### src/rtl/mbox_nxm_era_pkg.sv
// ---- mbox_nxm_era_pkg : shared FSM encoding and default sizing (rev 1.0) ----
`default_nettype none

package mbox_nxm_era_pkg;

  localparam int NSRC_DEF  = 2;
  localparam int TMO_W_DEF = 8;
  localparam int ADR_W_DEF = 22;

  // NXM sequence unrolled into one state per sub-cycle T2..T6
  typedef enum logic [2:0] {
    ST_IDLE = 3'd0,
    ST_WAIT = 3'd1,
    ST_T2   = 3'd2,
    ST_T3   = 3'd3,
    ST_T4   = 3'd4,
    ST_T5   = 3'd5,
    ST_T6   = 3'd6
  } nxm_state_e;

endpackage

`default_nettype wire

### src/rtl/mbox_nxm_era_tmo_ctr.sv
// ---- mbox_nxm_era_tmo_ctr : saturating NXM timeout counter (rev 1.0) ----
`default_nettype none

module mbox_nxm_era_tmo_ctr #(
  parameter int TMO_W = 8
) (
  input  logic             clk,
  input  logic             reset_i,
  input  logic             clr_i,
  input  logic             en_i,
  input  logic [TMO_W-1:0] limit_i,
  output logic             hit_o
);

  logic [TMO_W-1:0] cnt_q;
  logic [TMO_W-1:0] cnt_d;

  always_comb begin
    cnt_d = cnt_q;
    if (clr_i) begin
      cnt_d = '0;
    end else if (en_i && (cnt_q != '1)) begin
      cnt_d = cnt_q + TMO_W'(1);
    end
  end

  always_ff @(posedge clk) begin
    if (reset_i) begin
      cnt_q <= '0;
    end else begin
      cnt_q <= cnt_d;
    end
  end

  // Compare against limit-1 so the transition edge lands limit cycles after entry
  assign hit_o = (limit_i != '0) && (cnt_q == (limit_i - TMO_W'(1)));

endmodule

`default_nettype wire

### src/rtl/mbox_nxm_era.sv
// ---- mbox_nxm_era : memory-cycle NXM timeout sequencer with error address register (rev 1.0) ----
`default_nettype none

module mbox_nxm_era
  import mbox_nxm_era_pkg::*;
#(
  parameter int  NSRC  = NSRC_DEF,
  parameter int  TMO_W = TMO_W_DEF,
  parameter int  ADR_W = ADR_W_DEF,
  localparam int SRC_W = (NSRC > 1) ? $clog2(NSRC) : 1
) (
  input  logic             clk,
  input  logic             reset_i,
  input  logic             mem_start_i,
  input  logic [SRC_W-1:0] src_i,
  input  logic [ADR_W-1:0] adr_i,
  input  logic             mem_rd_rq_i,
  input  logic             ackn_pulse_i,
  input  logic [TMO_W-1:0] tmo_limit_i,
  input  logic [NSRC-1:0]  nxm_err_clr_i,
  input  logic             era_clr_i,
  input  logic             ext_err_hold_i,
  output logic             mem_busy_o,
  output logic             nxm_ack_o,
  output logic             nxm_data_val_o,
  output logic [NSRC-1:0]  nxm_err_o,
  output logic             nxm_any_o,
  output logic             era_valid_o,
  output logic [ADR_W-1:0] era_adr_o,
  output logic [SRC_W-1:0] era_src_o,
  output logic             era_write_o,
  output logic             start_err_o
);

  nxm_state_e       state_q, state_d;
  logic             tmo_clr, tmo_en, tmo_hit;
  logic [SRC_W-1:0] src_q;
  logic [ADR_W-1:0] adr_q;
  logic             wr_q;
  logic [NSRC-1:0]  nxm_err_q, nxm_err_d, nxm_set;
  logic             era_valid_q, era_write_q, era_load;
  logic [ADR_W-1:0] era_adr_q;
  logic [SRC_W-1:0] era_src_q;
  logic             start_err_q;
  logic             in_t2;

  mbox_nxm_era_tmo_ctr #(
    .TMO_W (TMO_W)
  ) u_tmo_ctr (
    .clk     (clk),
    .reset_i (reset_i),
    .clr_i   (tmo_clr),
    .en_i    (tmo_en),
    .limit_i (tmo_limit_i),
    .hit_o   (tmo_hit)
  );

  always_comb begin
    state_d = state_q;
    tmo_clr = 1'b0;
    tmo_en  = 1'b0;
    case (state_q)
      ST_IDLE: begin
        if (mem_start_i) begin
          state_d = ST_WAIT;
          tmo_clr = 1'b1;
        end
      end
      ST_WAIT: begin
        tmo_en = 1'b1;
        // Acknowledge beats a timeout landing in the same cycle
        if (ackn_pulse_i) begin
          state_d = ST_IDLE;
        end else if (tmo_hit) begin
          state_d = ST_T2;
        end
      end
      ST_T2:   state_d = ST_T3;
      ST_T3:   state_d = ST_T4;
      ST_T4:   state_d = ST_T5;
      ST_T5:   state_d = ST_T6;
      ST_T6:   state_d = ST_IDLE;
      default: state_d = ST_IDLE;
    endcase
  end

  assign in_t2    = (state_q == ST_T2);
  // Out-of-range sources shift past the top bit and set nothing
  assign nxm_set  = in_t2 ? (NSRC'(1) << src_q) : '0;
  assign nxm_err_d = (nxm_err_q & ~nxm_err_clr_i) | nxm_set;
  assign era_load = in_t2 && !era_valid_q && !ext_err_hold_i;

  always_ff @(posedge clk) begin
    if (reset_i) begin
      state_q     <= ST_IDLE;
      src_q       <= '0;
      adr_q       <= '0;
      wr_q        <= 1'b0;
      nxm_err_q   <= '0;
      era_valid_q <= 1'b0;
      era_adr_q   <= '0;
      era_src_q   <= '0;
      era_write_q <= 1'b0;
      start_err_q <= 1'b0;
    end else begin
      state_q   <= state_d;
      nxm_err_q <= nxm_err_d;
      if ((state_q == ST_IDLE) && mem_start_i) begin
        src_q <= src_i;
        adr_q <= adr_i;
        wr_q  <= ~mem_rd_rq_i;
      end
      if ((state_q != ST_IDLE) && mem_start_i) begin
        start_err_q <= 1'b1;
      end
      if (era_load) begin
        era_valid_q <= 1'b1;
        era_adr_q   <= adr_q;
        era_src_q   <= src_q;
        era_write_q <= wr_q;
      end else if (era_clr_i) begin
        era_valid_q <= 1'b0;
      end
    end
  end

  assign mem_busy_o     = (state_q != ST_IDLE);
  assign nxm_ack_o      = in_t2;
  assign nxm_any_o      = (state_q == ST_T2) || (state_q == ST_T3) || (state_q == ST_T4) ||
                          (state_q == ST_T5) || (state_q == ST_T6);
  assign nxm_data_val_o = (state_q == ST_T6) && !wr_q;
  assign nxm_err_o      = nxm_err_q;
  assign era_valid_o    = era_valid_q;
  assign era_adr_o      = era_adr_q;
  assign era_src_o      = era_src_q;
  assign era_write_o    = era_write_q;
  assign start_err_o    = start_err_q;

endmodule

`default_nettype wire

### config.mk
export PLATFORM = sky130hd
export DESIGN_NAME = mbox_nxm_era
export DESIGN_NICKNAME = d
export VERILOG_FILES = /design/src/rtl/mbox_nxm_era_pkg.sv /design/src/rtl/mbox_nxm_era_tmo_ctr.sv /design/src/rtl/mbox_nxm_era.sv
export SDC_FILE = /design/constraint.sdc
export NUM_CORES = 1
export LEC_CHECK = 0
export ABC_AREA = 1
export CAP_MARGIN = 30
export CELL_PAD_IN_SITES_DETAIL_PLACEMENT = 0
export CELL_PAD_IN_SITES_GLOBAL_PLACEMENT = 1
export CORE_AREA = 3 3 81 83
export DETAILED_ROUTE_END_ITERATION = 10
export DIE_AREA = 0 0 84 86
export DONT_BUFFER_PORTS = 1
export GPL_TIMING_DRIVEN = 0
export PLACE_DENSITY = 0.88
export SETUP_SLACK_MARGIN = 0.1
export SKIP_CTS_REPAIR_TIMING = 1
export SLEW_MARGIN = 20
export SYNTH_ARGS = -nofsm -noshare
export SYNTH_HDL_FRONTEND = slang
export SYNTH_SLANG_ARGS = --single-unit
### constraint.sdc
create_clock -name clk -period 3.3 [get_ports clk]
set_input_delay 0.66 -clock clk [delete_from_list [all_inputs] [get_ports clk]]
set_output_delay 0.66 -clock clk [all_outputs]
set_load 0.005 [all_outputs]
Figure 1. Where the registers sit.
Drawn at 3 px/µm. Other sequential cells in the stronger gray, the rest of the logic in the fainter gray.
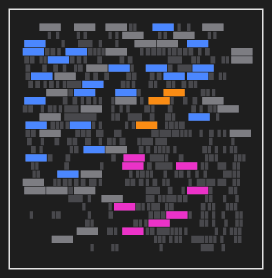
Key: state_q = orange [sequential cells 3]; adr_q = blue [sequential cells 22]; u_tmo_ctr.cnt_q = magenta [sequential cells 8, where bottom middle]
Another 30 sequential cells are not colored.

Figure 2. Metal layers overlaid.
Drawn at 4 px/µm.
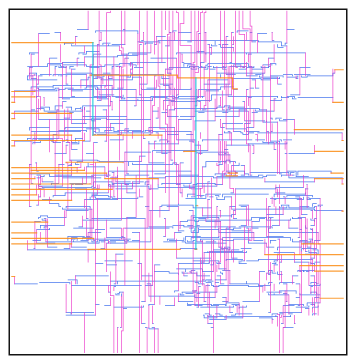
Key: metal 3 = orange [wire length 463 µm]; metal 4 = cyan [wire length 66.0 µm]; metal 1 = blue [wire length 2830 µm]; metal 2 = magenta [wire length 2980 µm]
GRT Util Overall: 18.5%
wire per inst: 13.1 µm
final WL: 6340 µm
routed via count: 2390

==> results.py <==
# Generated from Yosys and OpenROAD reports
metrics = {
    "setup_path": {
        "arrival_ns": 1.21,
        "worst-path-stages": 4,
        "slowest_stage": "dfxtp_1",
        "setup.worst_path.end_class": "output pin",
        "crit_chain": "nor2_2, inv_2, nand3_1, nand2_1",
        "slowest_delay_ns": 0.47,
        "rr_worst_depth": 8,
        "crit_type": "reg2out",
    },
    "layout": {
        "combGateArea_mm2": 0.00128,
        "layout.nets": 445,
        "comb_cells": 275,
        "most-common-layout-cells": "80 x nand2_1, 71 x nor2_1, 63 x dfxtp_1",
        "postLayoutCellArea_mm2": 0.00304,
        "seq_share_pct": 41.5,
        "final_util_pct": 51.3,
    },
    "run": {
        "drv_cap": 0,
    },
    "power_and_ir_drop": {
        "pwr-share-comb_pct": 10.7,
    },
    "floorplanning": {
        "nWellTaps": 75,
    },
    "grt": {
        "globalRoute.totalOverflow": 0,
        "grtUsageMet3_pct": 8.45,
    },
    "placement": {
        "postPlaceCellArea_mm2": 0.00285,
        "port_buffers": 0,
    },
    "logic_synthesis": {
        "ys_seq_share_pct": 45.8,
        "top_cell": "nand2_1",
        "netlist_area_mm2": 0.00275,
        "top_area_cell": "dfxtp_1",
        "synth_top_area_share_pct": 45.8,
        "syn_area_per_cell_um2": 7.04,
        "yosysCellCount": 391,
    },
    "final_timing": {
        "timing.hold.ws_ns": 0.458,
    },
    "clock_network": {
        "cts.clk_slew.worst_paths_ns": 0.06,
    },
    "detailed_routing": {
        "drtAntennaViolNets": 0,
    },
    "status": {
        "status": "finished clean",
    },
}
## worst paths after layout
kind	startpoint	to	slack, ns
setup reg to reg	state_q[1]	era_adr_o[18]	1.72
setup / recovery	state_q[2]	nxm_any_o	1.43
hold / removal	adr_q[14]	adr_q[14]	0.46
hold reg to reg	adr_q[14]	adr_q[14]	0.46
## power by group through the flow
stage,Sequential (mW),Combinational [mW],Clock [mW]
after detailed placement,0.838,0.177,0
after floorplan,0.832,0.141,0
final,0.821,0.176,0.640
after global routing,0.824,0.206,0.694
after global placement,0.837,0.175,0
after CTS,0.821,0.178,0.663
## layer usage
metal | wire (µm) | share of wire, % | vias to the layer above
met4 | 65 | 1.0 | 0
met3 | 462 | 7.3 | 6
li1 | - | - | 1266
met5 | 0 | 0 | -
met2 | 2980 | 47 | 57
met1 | 2830 | 45 | 1061
Power and IR drop assume default switching activity.
